<file path="src/rtl/mmio_register_bank_pkg.sv">
// Shared memory-port encodings and lane helpers for the MMIO register bank.
package mmio_register_bank_pkg;

    localparam int WORD_W      = 32;
    localparam int ADDR_W      = 32;
    localparam int MEM_COUNT_W = 2;
    localparam int MEM_CODE_W  = 2;
    localparam int MEM_LANE_W  = 4;

    typedef enum logic [MEM_COUNT_W-1:0] {
        MEM_COUNT_NONE = 2'd0,
        MEM_COUNT_BYTE = 2'd1,
        MEM_COUNT_HALF = 2'd2,
        MEM_COUNT_WORD = 2'd3
    } mem_count_e;

    typedef enum logic [MEM_CODE_W-1:0] {
        MEM_CODE_INVALID    = 2'd0,
        MEM_CODE_READ       = 2'd1,
        MEM_CODE_WRITE      = 2'd2,
        MEM_CODE_MISALIGNED = 2'd3
    } mem_code_e;

    function automatic logic [MEM_LANE_W-1:0] mem_lane_mask(input logic [MEM_COUNT_W-1:0] count,
                                                             input logic [1:0] lane);
        logic [MEM_LANE_W-1:0] m;
        case (count)
            MEM_COUNT_BYTE: m = 4'b0001 << lane;
            MEM_COUNT_HALF: m = 4'b0011 << lane;
            MEM_COUNT_WORD: m = 4'b1111;
            default:        m = 4'b0000;
        endcase
        return m;
    endfunction

    function automatic logic mem_misaligned(input logic [MEM_COUNT_W-1:0] count,
                                            input logic [1:0] lane);
        return ((count == MEM_COUNT_HALF) && lane[0]) ||
               ((count == MEM_COUNT_WORD) && (lane != 2'd0));
    endfunction

endpackage

</file>
<file path="src/rtl/mmio_lane_align.sv">
// Combinational lane steering: right-aligns read data and replicates write data across lanes.
module mmio_lane_align
    import mmio_register_bank_pkg::*;
(
    input  logic [WORD_W-1:0]      i_word,
    input  logic [WORD_W-1:0]      i_wr_data,
    input  logic [1:0]             i_lane,
    input  logic [MEM_COUNT_W-1:0] i_count,
    output logic [WORD_W-1:0]      o_rd_data,
    output logic [WORD_W-1:0]      o_wr_data,
    output logic [MEM_LANE_W-1:0]  o_lane_mask
);

    always_comb begin
        o_rd_data = '0;
        o_wr_data = i_wr_data;
        case (i_count)
            MEM_COUNT_BYTE: begin
                o_rd_data = {24'b0, i_word[{i_lane, 3'b000} +: 8]};
                o_wr_data = {4{i_wr_data[7:0]}};
            end
            MEM_COUNT_HALF: begin
                o_rd_data = {16'b0, i_word[{i_lane[1], 4'b0000} +: 16]};
                o_wr_data = {2{i_wr_data[15:0]}};
            end
            MEM_COUNT_WORD: o_rd_data = i_word;
            default: ;
        endcase
    end

    assign o_lane_mask = mem_lane_mask(i_count, i_lane);

endmodule

</file>
<file path="src/rtl/mmio_register_bank.sv">
// Byte/half/word MMIO access to a bank of RO, RW and write-1-to-clear registers.
module mmio_register_bank
    import mmio_register_bank_pkg::*;
#(
    parameter int                          WORD_COUNT  = 4,
    parameter logic [ADDR_W-1:0]           ADDR_START  = '0,
    parameter logic [WORD_COUNT-1:0]       RO_MASK     = '0,
    parameter logic [WORD_COUNT-1:0]       W1C_MASK    = '0,
    parameter logic [WORD_COUNT*WORD_W-1:0] RESET_VALUE = '0
) (
    input  logic                         clk,
    input  logic                         areset,
    input  logic [WORD_COUNT*WORD_W-1:0] i_ro_values,
    input  logic [WORD_COUNT*WORD_W-1:0] i_set_bits,
    output logic [WORD_COUNT*WORD_W-1:0] o_registers,
    output logic [WORD_COUNT-1:0]        o_wr_strobe,
    input  logic [ADDR_W-1:0]            i_req_addr,
    input  logic [MEM_COUNT_W-1:0]       i_req_count,
    input  logic                         i_req_we,
    input  logic [WORD_W-1:0]            i_req_wr_data,
    output logic [WORD_W-1:0]            o_res_rd_data,
    output logic [MEM_CODE_W-1:0]        o_res_code
);

    localparam int IDX_W = (WORD_COUNT > 1) ? $clog2(WORD_COUNT) : 1;
    localparam int SLOTS = 2 ** IDX_W;
    localparam logic [SLOTS-1:0] RO_PAD = SLOTS'(RO_MASK);

    if ((RO_MASK & W1C_MASK) != '0) begin : g_mask_conflict
        $error("mmio_register_bank: a word is marked both RO and W1C");
    end

    logic [ADDR_W-1:0]           off;
    logic [1:0]                  lane;
    logic [ADDR_W-3:0]           idx_full;
    logic [IDX_W-1:0]            idx;
    logic                        in_range;
    logic [SLOTS-1:0][WORD_W-1:0] view;
    logic [WORD_W-1:0]           sel_word, al_rd, al_wr;
    logic [MEM_LANE_W-1:0]       lane_mask;
    logic                        wr_go;

    logic [WORD_W-1:0]     rd_q, rd_d;
    logic [MEM_CODE_W-1:0] code_q, code_d;
    logic [WORD_COUNT-1:0] stb_q, stb_d;

    assign off      = i_req_addr - ADDR_START;
    assign lane     = off[1:0];
    assign idx_full = off[ADDR_W-1:2];
    assign idx      = idx_full[IDX_W-1:0];
    assign in_range = (i_req_addr >= ADDR_START) && (idx_full < (ADDR_W-2)'(WORD_COUNT));
    assign sel_word = in_range ? view[idx] : '0;

    mmio_lane_align u_align (
        .i_word      (sel_word),
        .i_wr_data   (i_req_wr_data),
        .i_lane      (lane),
        .i_count     (i_req_count),
        .o_rd_data   (al_rd),
        .o_wr_data   (al_wr),
        .o_lane_mask (lane_mask)
    );

    always_comb begin
        code_d = MEM_CODE_INVALID;
        rd_d   = '0;
        wr_go  = 1'b0;
        if (mem_misaligned(i_req_count, lane)) begin
            code_d = MEM_CODE_MISALIGNED;
        end else if (!in_range || (i_req_count == MEM_COUNT_NONE)) begin
            code_d = MEM_CODE_INVALID;
        end else if (!i_req_we) begin
            code_d = MEM_CODE_READ;
            rd_d   = al_rd;
        end else if (!RO_PAD[idx]) begin
            code_d = MEM_CODE_WRITE;
            wr_go  = 1'b1;
        end
        stb_d = wr_go ? (WORD_COUNT'(1) << idx) : '0;
    end

    for (genvar i = 0; i < SLOTS; i++) begin : g_word
        if (i >= WORD_COUNT) begin : g_pad
            assign view[i] = '0;
        end else if (RO_MASK[i]) begin : g_ro
            logic unused_set;
            assign unused_set = ^i_set_bits[i*WORD_W +: WORD_W];
            assign view[i] = i_ro_values[i*WORD_W +: WORD_W];
            assign o_registers[i*WORD_W +: WORD_W] = '0;
        end else begin : g_store
            logic [WORD_W-1:0] reg_q, reg_d, bmask, set_bits;
            logic              hit;
            logic              unused_ro;
            assign unused_ro = ^i_ro_values[i*WORD_W +: WORD_W];
            assign hit       = wr_go && (idx == IDX_W'(i));
            assign bmask     = {{8{lane_mask[3]}}, {8{lane_mask[2]}}, {8{lane_mask[1]}}, {8{lane_mask[0]}}};
            // Set is applied after the clear so a simultaneous set wins.
            assign set_bits  = W1C_MASK[i] ? i_set_bits[i*WORD_W +: WORD_W] : '0;

            always_comb begin
                reg_d = reg_q;
                if (W1C_MASK[i]) begin
                    if (hit) reg_d = reg_q & ~(al_wr & bmask);
                    reg_d = reg_d | set_bits;
                end else if (hit) begin
                    reg_d = (reg_q & ~bmask) | (al_wr & bmask);
                end
            end

            always_ff @(posedge clk or posedge areset) begin
                if (areset) reg_q <= RESET_VALUE[i*WORD_W +: WORD_W];
                else        reg_q <= reg_d;
            end

            assign view[i] = reg_q;
            assign o_registers[i*WORD_W +: WORD_W] = reg_q;
        end
    end

    always_ff @(posedge clk or posedge areset) begin
        if (areset) begin
            rd_q   <= '0;
            code_q <= MEM_CODE_INVALID;
            stb_q  <= '0;
        end else begin
            rd_q   <= rd_d;
            code_q <= code_d;
            stb_q  <= stb_d;
        end
    end

    assign o_res_rd_data = rd_q;
    assign o_res_code    = code_q;
    assign o_wr_strobe   = stb_q;

endmodule

</file>
<file path="config.mk">
export PLATFORM = sky130hd
export DESIGN_NAME = mmio_register_bank
export DESIGN_NICKNAME = d
export VERILOG_FILES = /design/src/rtl/mmio_register_bank_pkg.sv /design/src/rtl/mmio_lane_align.sv /design/src/rtl/mmio_register_bank.sv
export SDC_FILE = /design/constraint.sdc
export NUM_CORES = 1
export LEC_CHECK = 0
export CORE_AREA = 2 2 193 195
export CTS_CLUSTER_DIAMETER = 150
export DETAILED_ROUTE_END_ITERATION = 10
export DIE_AREA = 0 0 195 197
export SYNTH_ARGS = -nofsm -noshare
export SYNTH_HDL_FRONTEND = slang
export SYNTH_SLANG_ARGS = --single-unit
</file>
<file path="constraint.sdc">
create_clock -name clk -period 8.1 [get_ports clk]
set_clock_uncertainty 0.05 [all_clocks]
set_input_delay 2.025 -clock clk [delete_from_list [all_inputs] [get_ports clk]]
set_output_delay 2.025 -clock clk [all_outputs]
set_load 0.02 [all_outputs]
</file>
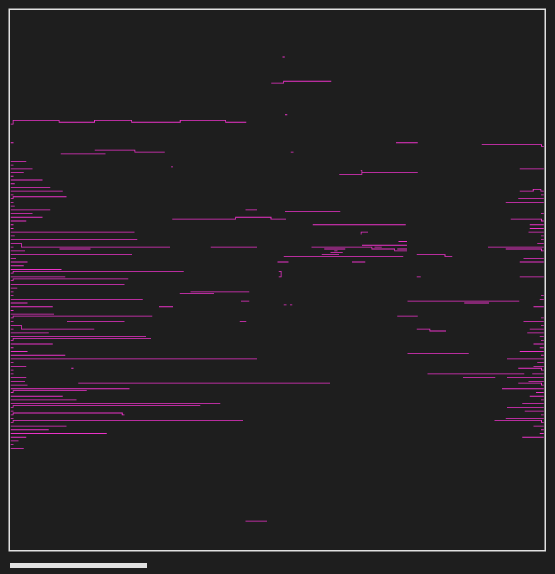
Fig. 1. Met3 routing (run 1).
The bar under the picture is 50 um long.
share of all routed wire = 8.6%
wire length on this layer = 2560 um
longest straight run = 91.5 um
DR vias: 5809
Total Routed Length: 29900 um
Global Route met3 Usage: 5.97%

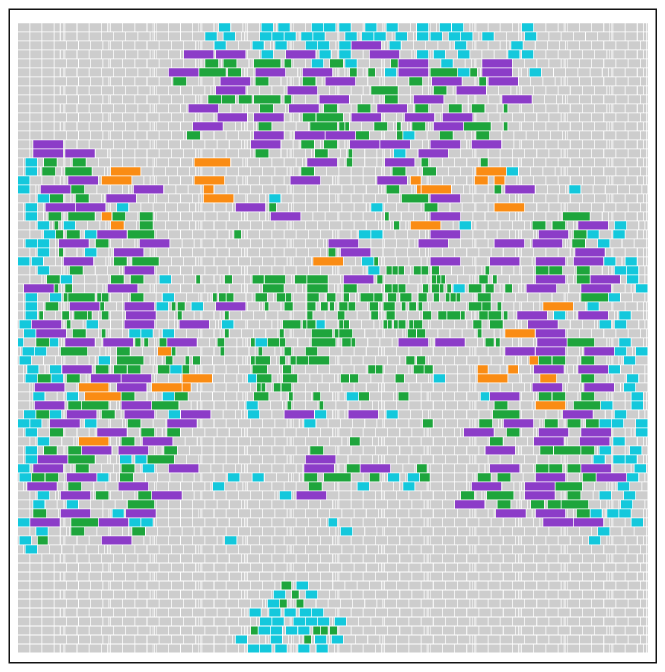
Fig. 2. Cell classes on the final placement (run 1).
Fill, decap, tap and diode cells in grey.
clock drivers and dummy loads -> orange  # cells 32, share of their area 5.7%
remaining buffers and delay cells -> cyan  # cells 238, share of their area 22%
remaining logic cells -> green  # cells 368, share of their area 33%
sequential cells -> purple  # cells 166, share of their area 39%

==> impl_report.txt, run 1 <==
RUN METRICS
----------------------------------------------------
[Outcome]
  Status ........................ complete, no violations

[Setup path]
  CP Capture Type ........................ flip-flop
  Critical Path Source ........................ i_req_count[0]
  Critical Path Start Type ........................ input port
  WP data arrival ........................ 5.00 ns
  Highest net fanout along the worst path ........................ 26
  R2r worst-path depth ........................ 4

[Final layout]
  Fraction of layout instances using a drive strength above 1 ........................ 26.6%
  Layout net count ........................ 1120

[STA]
  Setup tns final ........................ 0 ns
  Final count of pins violating max slew ........................ 0
  Minimum hold slack ........................ 0.471 ns
  Post-route fraction of the period consumed by the critical path ........................ 58.5%
  Final hold violation count ........................ 0
  Maximum frequency from static timing analysis ........................ 0.211 GHz
  Time the final worst path needs with I/O delays and setup ........................ 4.74 ns
  Unrepaired setup endpoints after global routing ........................ no
  Worst Tran Pin Value ........................ 1.04 ns

[Synthesis]
  Register share after synthesis ........................ 53.0%
  Yosys warnings ........................ 0
  EDFF count, synth ........................ 0
  Tally of unique sky130hd cells used after synthesis ........................ 44
  Synth area leader ........................ sky130_fd_sc_hd__dfrtp_1
  Top cells, area ........................ sky130_fd_sc_hd__dfrtp_1 53%, sky130_fd_sc_hd__mux2_2 18%, sky130_fd_sc_hd__mux4_2 9.2%
  Cells in synth_stat.txt ........................ 561
  Synthesized flop and latch total ........................ 166
  Floorplan Nets ........................ 890
  Area share of the leading cell type in the synthesized netlist ........................ 53.0%
  Synthesized chip area reported by yosys ........................ 7840 um^2
  Most used flip-flop cell after synthesis ........................ sky130_fd_sc_hd__dfrtp_1

[Power]
  Cell leakage power ........................ 4.86 nW
  Power density normalized to cell area ........................ 162 nW/um^2

[Placement]
  Port buffer count ........................ 234
  Dpl hpwl ........................ 22400 um

[Routing]
  Number of detailed-routing iterations run before antenna repair ........................ 5
  Wire length on met1 ........................ 13400 um
  Met3 Routed Length ........................ 2560 um
  Number of design-rule violations left by the first detailed-router iteration ........................ 368
  Routed wire length per instance ........................ 23.5 um
  Met2 wire len ........................ 13500 um

[Floorplanning]
  Die footprint ........................ 38400 um^2
  Die boundary width ........................ 195 um
  Std-Cell Core Area ........................ 36300 um^2
  Vertical die size ........................ 197 um
  Standard-cell rows ........................ 70

[GRT]
  Gr busiest metal ........................ met2
  Global-route usage over all layers ........................ 15.7%
  Met2 layer usage reported by global route ........................ 24.1%
  Via count of the first global-routing pass ........................ 6155

[Clock network]
  Clk root buf ........................ sky130_fd_sc_hd__clkbuf_16
  Post-CTS setup buffers ........................ 0
  Total of cells resized after clock tree synthesis ........................ 0

----------------------------------------------------
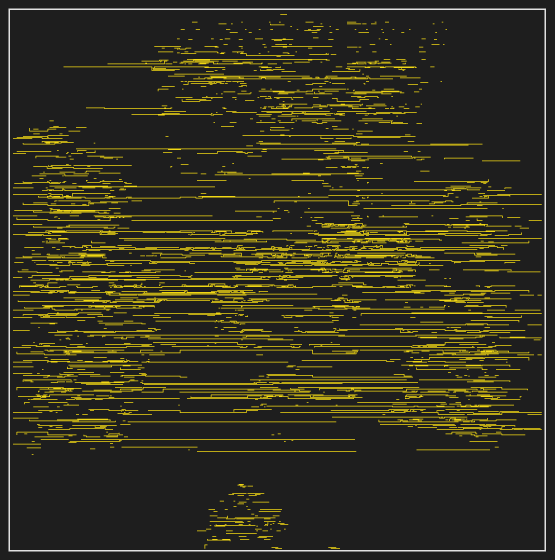
Fig. 3. The metal 1 layer (run 1).
longest straight run = 99.8 um
wire length on this layer = 13400 um

[run 1: cell families (layout without fill, tap and decap cells)]
logic type	after synthesis	in the layout	share of synthesized area, %
AND-OR/OR-AND	71	71	6.22
flip-flops	166	166	53.0
multiplexers	169	169	28.9
adder cells (fa/ha/maj)	4	4	0.638
other	0	1	0
buffers and inverters	40	283	2.41
AND/OR/NAND/NOR	111	111	8.89
[run 1: power breakdown]
group          leakage, nW  switching [mW]  total, mW  internal (mW)
Clock                0.291           0.371      0.844          0.474
Combinational         2.25          0.0918      0.145         0.0536
Sequential            2.32        0.000481      0.830          0.829
Total                 4.86           0.463       1.82           1.36
[run 1: stage by stage]
stage / std cells / cell area (um^2) / worst slack (ns) / utilization (%) / power, mW
4_1_cts: 1272 / 11300 / 3.37 / 31.1 / 1.84
5_1_grt: 1272 / 11300 / 3.19 / 31.1 / 1.90
2_1_floorplan: 561 / 7840 / 1.53 / - / 0.920
3_5_place_dp: 1240 / 10700 / 2.91 / 29.4 / 0.994
3_3_place_gp: 1240 / 10700 / 2.99 / 29.4 / 0.993
6_report: 1273 / 11300 / 3.36 / 31.1 / 1.82
[run 1: critical path: stages]
cell                              delay [ns]
sky130_fd_sc_hd__clkdlybuf4s50_1        0.45
sky130_fd_sc_hd__inv_1                  0.10
sky130_fd_sc_hd__ha_1                   0.79
sky130_fd_sc_hd__o21ai_0                0.26
sky130_fd_sc_hd__o21bai_1               0.54
sky130_fd_sc_hd__nand3_2                0.44
sky130_fd_sc_hd__mux2_2                 0.39
[run 1: cell type report]
type                       count  area, um^2
antenna                        1        2.50
clock buffer                  19         443
clock inverter                13         161
fill                        3720       25000
inverter                      13        53.8
multi-input combinational    355        3500
sequential                   166        4150
tap                          468         586
timing repair buffer         238        2360
==> inputs of run 2 (changes only) <==
==> constraint.sdc (replaced) <==
create_clock -name clk -period 4.5 [get_ports clk]
set_clock_uncertainty 0.05 [all_clocks]
set_input_delay 1.125 -clock clk [delete_from_list [all_inputs] [get_ports clk]]
set_output_delay 1.125 -clock clk [all_outputs]
set_load 0.02 [all_outputs]
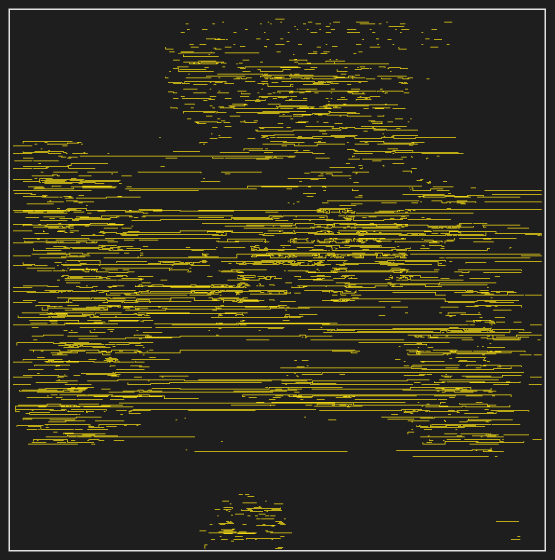
Fig. 4. The metal 1 layer (run 2).
main direction = horizontal
wire length on this layer = 13200 um

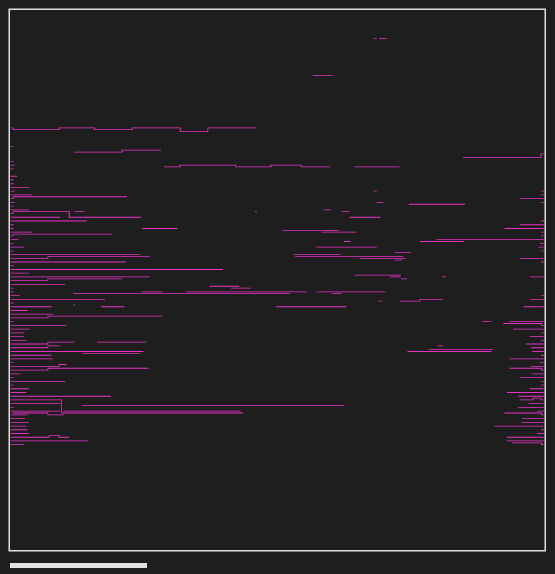
Fig. 5. Met3 routing (run 2).
The bar under the picture is 50 um long.
main direction = horizontal
nets with wire on the layer = 160
share of all routed wire = 8.4%
Total Routed Length: 30300 um
DR vias: 5867
Global Route met3 Usage: 6.09%

==> run 2 against run 1 <==
Total power is 75% higher. First-iteration DRC count is 22% lower. Global-route usage is 0.15 points higher.
==> impl_report.txt, run 2 <==
RUN METRICS
----------------------------------------------------
[GRT]
  Met2 layer usage reported by global route ........................ 25.0%
  Via count of the first global-routing pass ........................ 6277

[Outcome]
  Status ........................ complete, no violations

[Synthesis]
  Most used flip-flop cell after synthesis ........................ sky130_fd_sc_hd__dfrtp_1
  EDFF count, synth ........................ 0
  Yosys warnings ........................ 0
  Synthesized flop and latch total ........................ 166
  Tally of unique sky130hd cells used after synthesis ........................ 44
  Floorplan Nets ........................ 890
  Top cells, area ........................ sky130_fd_sc_hd__dfrtp_1 53%, sky130_fd_sc_hd__mux2_2 18%, sky130_fd_sc_hd__mux4_2 9.2%
  Synth area leader ........................ sky130_fd_sc_hd__dfrtp_1

[Power]
  Pwr top ........................ registers
  Flop+latch power ........................ 1.49 mW
  Clock share of power ........................ 44.6%
  Cell leakage power ........................ 4.91 nW
  Power Internal ........................ 2.33 mW
  Power in combinational cells ........................ 0.275 mW
  Sw power ........................ 0.861 mW

[STA]
  Maximum frequency from static timing analysis ........................ 0.291 GHz
  Final count of pins violating max slew ........................ 0
  Setup tns final ........................ 0 ns
  Time the final worst path needs with I/O delays and setup ........................ 3.43 ns
  Worst Tran Pin Value ........................ 1.08 ns

[Setup path]
  Critical path's largest stage delay ........................ 0.58 ns
  Cells along the critical path ........................ clkdlybuf4s50_1, ha_1, a21oi_1, o21ai_1, nor2_1, nand3_4, mux2_1
  Worst path buffer plus inverter count ........................ 1
  Highest net fanout along the worst path ........................ 15
  Worst path slowest cell ........................ sky130_fd_sc_hd__nor2_1
  Total number of cells along the worst setup path ........................ 7
  Critical Path Source ........................ i_req_count[0]
  CP delay by family, top ........................ simple AND/OR/NAND/NOR gates

[Final layout]
  Final Non-Filler Cells ........................ 1287
  Fraction of layout instances using a drive strength above 1 ........................ 27.9%

[Routing]
  Number of detailed-routing iterations run before antenna repair ........................ 4

[Placement]
  Post-Place Worst Slack ........................ 0.676 ns
  Port buffer count ........................ 234
  Placed insts ........................ 1253

[Clock network]
  Clk root buf ........................ sky130_fd_sc_hd__clkbuf_16
  Total of cells resized after clock tree synthesis ........................ 0
  Post-CTS setup buffers ........................ 0

[Floorplanning]
  Vertical die size ........................ 197 um

----------------------------------------------------
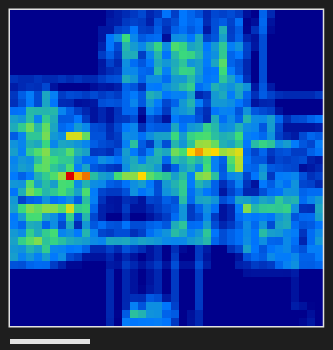
Fig. 6. Routed metal per tile (run 2).
The bar under the picture is 50 um long. The die is cut into 39 by 39 equal tiles; dark blue is low, red is high, scaled to the fullest tile. Values are wire area over tile area, all layers added.
tiles over half the peak = 4.3%
fullest tile = 0.70
nearly empty tiles = 26%
mean over tiles = 0.13
densest ninth of the die = middle left
emptiest ninth of the die = upper left
routed wire length per instance: 23.5 um
global-route usage over all layers: 15.9%

==> run 2: cell counts after synthesis <==
Identical to the previous run, type by type.
==> run 2: how the worst min path moves through the flow <==
stage / from / to / slack (ns) / cells past startpoint
floorplan: flip-flop / flip-flop / 0.58 / 1
global placement: flip-flop / flip-flop / 0.45 / 1
detailed placement: flip-flop / flip-flop / 0.46 / 1
CTS: flip-flop / flip-flop / 0.47 / 1
global route: flip-flop / flip-flop / 0.49 / 1
finish: flip-flop / flip-flop / 0.47 / 1
==> run 2: worst register-to-register path, delay by kind of cell (launching register included) <==
kind	cells	cell delay [ns]
mux	2	0.86
compound gates	1	0.16
flops	1	0.42
simple gates	1	0.08
==> run 2: area by class of cell <==
class,count,area [um^2]
Antenna cell,2,5.00
Clock buffer,17,425
Clock inverter,15,141
Fill cell,3755,24900
Inverter,13,52.6
Multi-Input combinational cell,355,3500
Sequential cell,166,4150
Tap cell,468,586
Timing Repair Buffer,251,2500
==> run 2: layer usage <==
metal | wire (um) | vias to the layer above
met1 | 13200 | 3049
li1 | - | 2576
met3 | 2530 | 22
met2 | 14100 | 216
met4 | 390 | 4
met5 | 24 | -
==> run 2: per-stage QoR <==
| stage | hold WS (ns) | instance area, um^2 | util (%) |
|---|---|---|---|
| final | 0.468 | 11400 | 31.3 |
| after global routing | 0.491 | 11400 | 31.3 |
| after CTS | 0.474 | 11400 | 31.3 |
| after detailed placement | 0.460 | 10800 | 29.8 |
| after global placement | 0.453 | 10800 | 29.8 |
| after floorplan | 0.580 | 7850 | - |
==> run 2: kinds of logic after synthesis <==
group | after synthesis | synth area share (%)
buffers and inverters | 40 | 2.41
and+or+nand+nor | 111 | 8.89
adders and majority gates | 4 | 0.638
DFF | 166 | 53.0
AOI/OAI and AO/OA | 71 | 6.22
muxes | 169 | 28.9
No activity file was given, so power comes from the tool's default toggle rates.
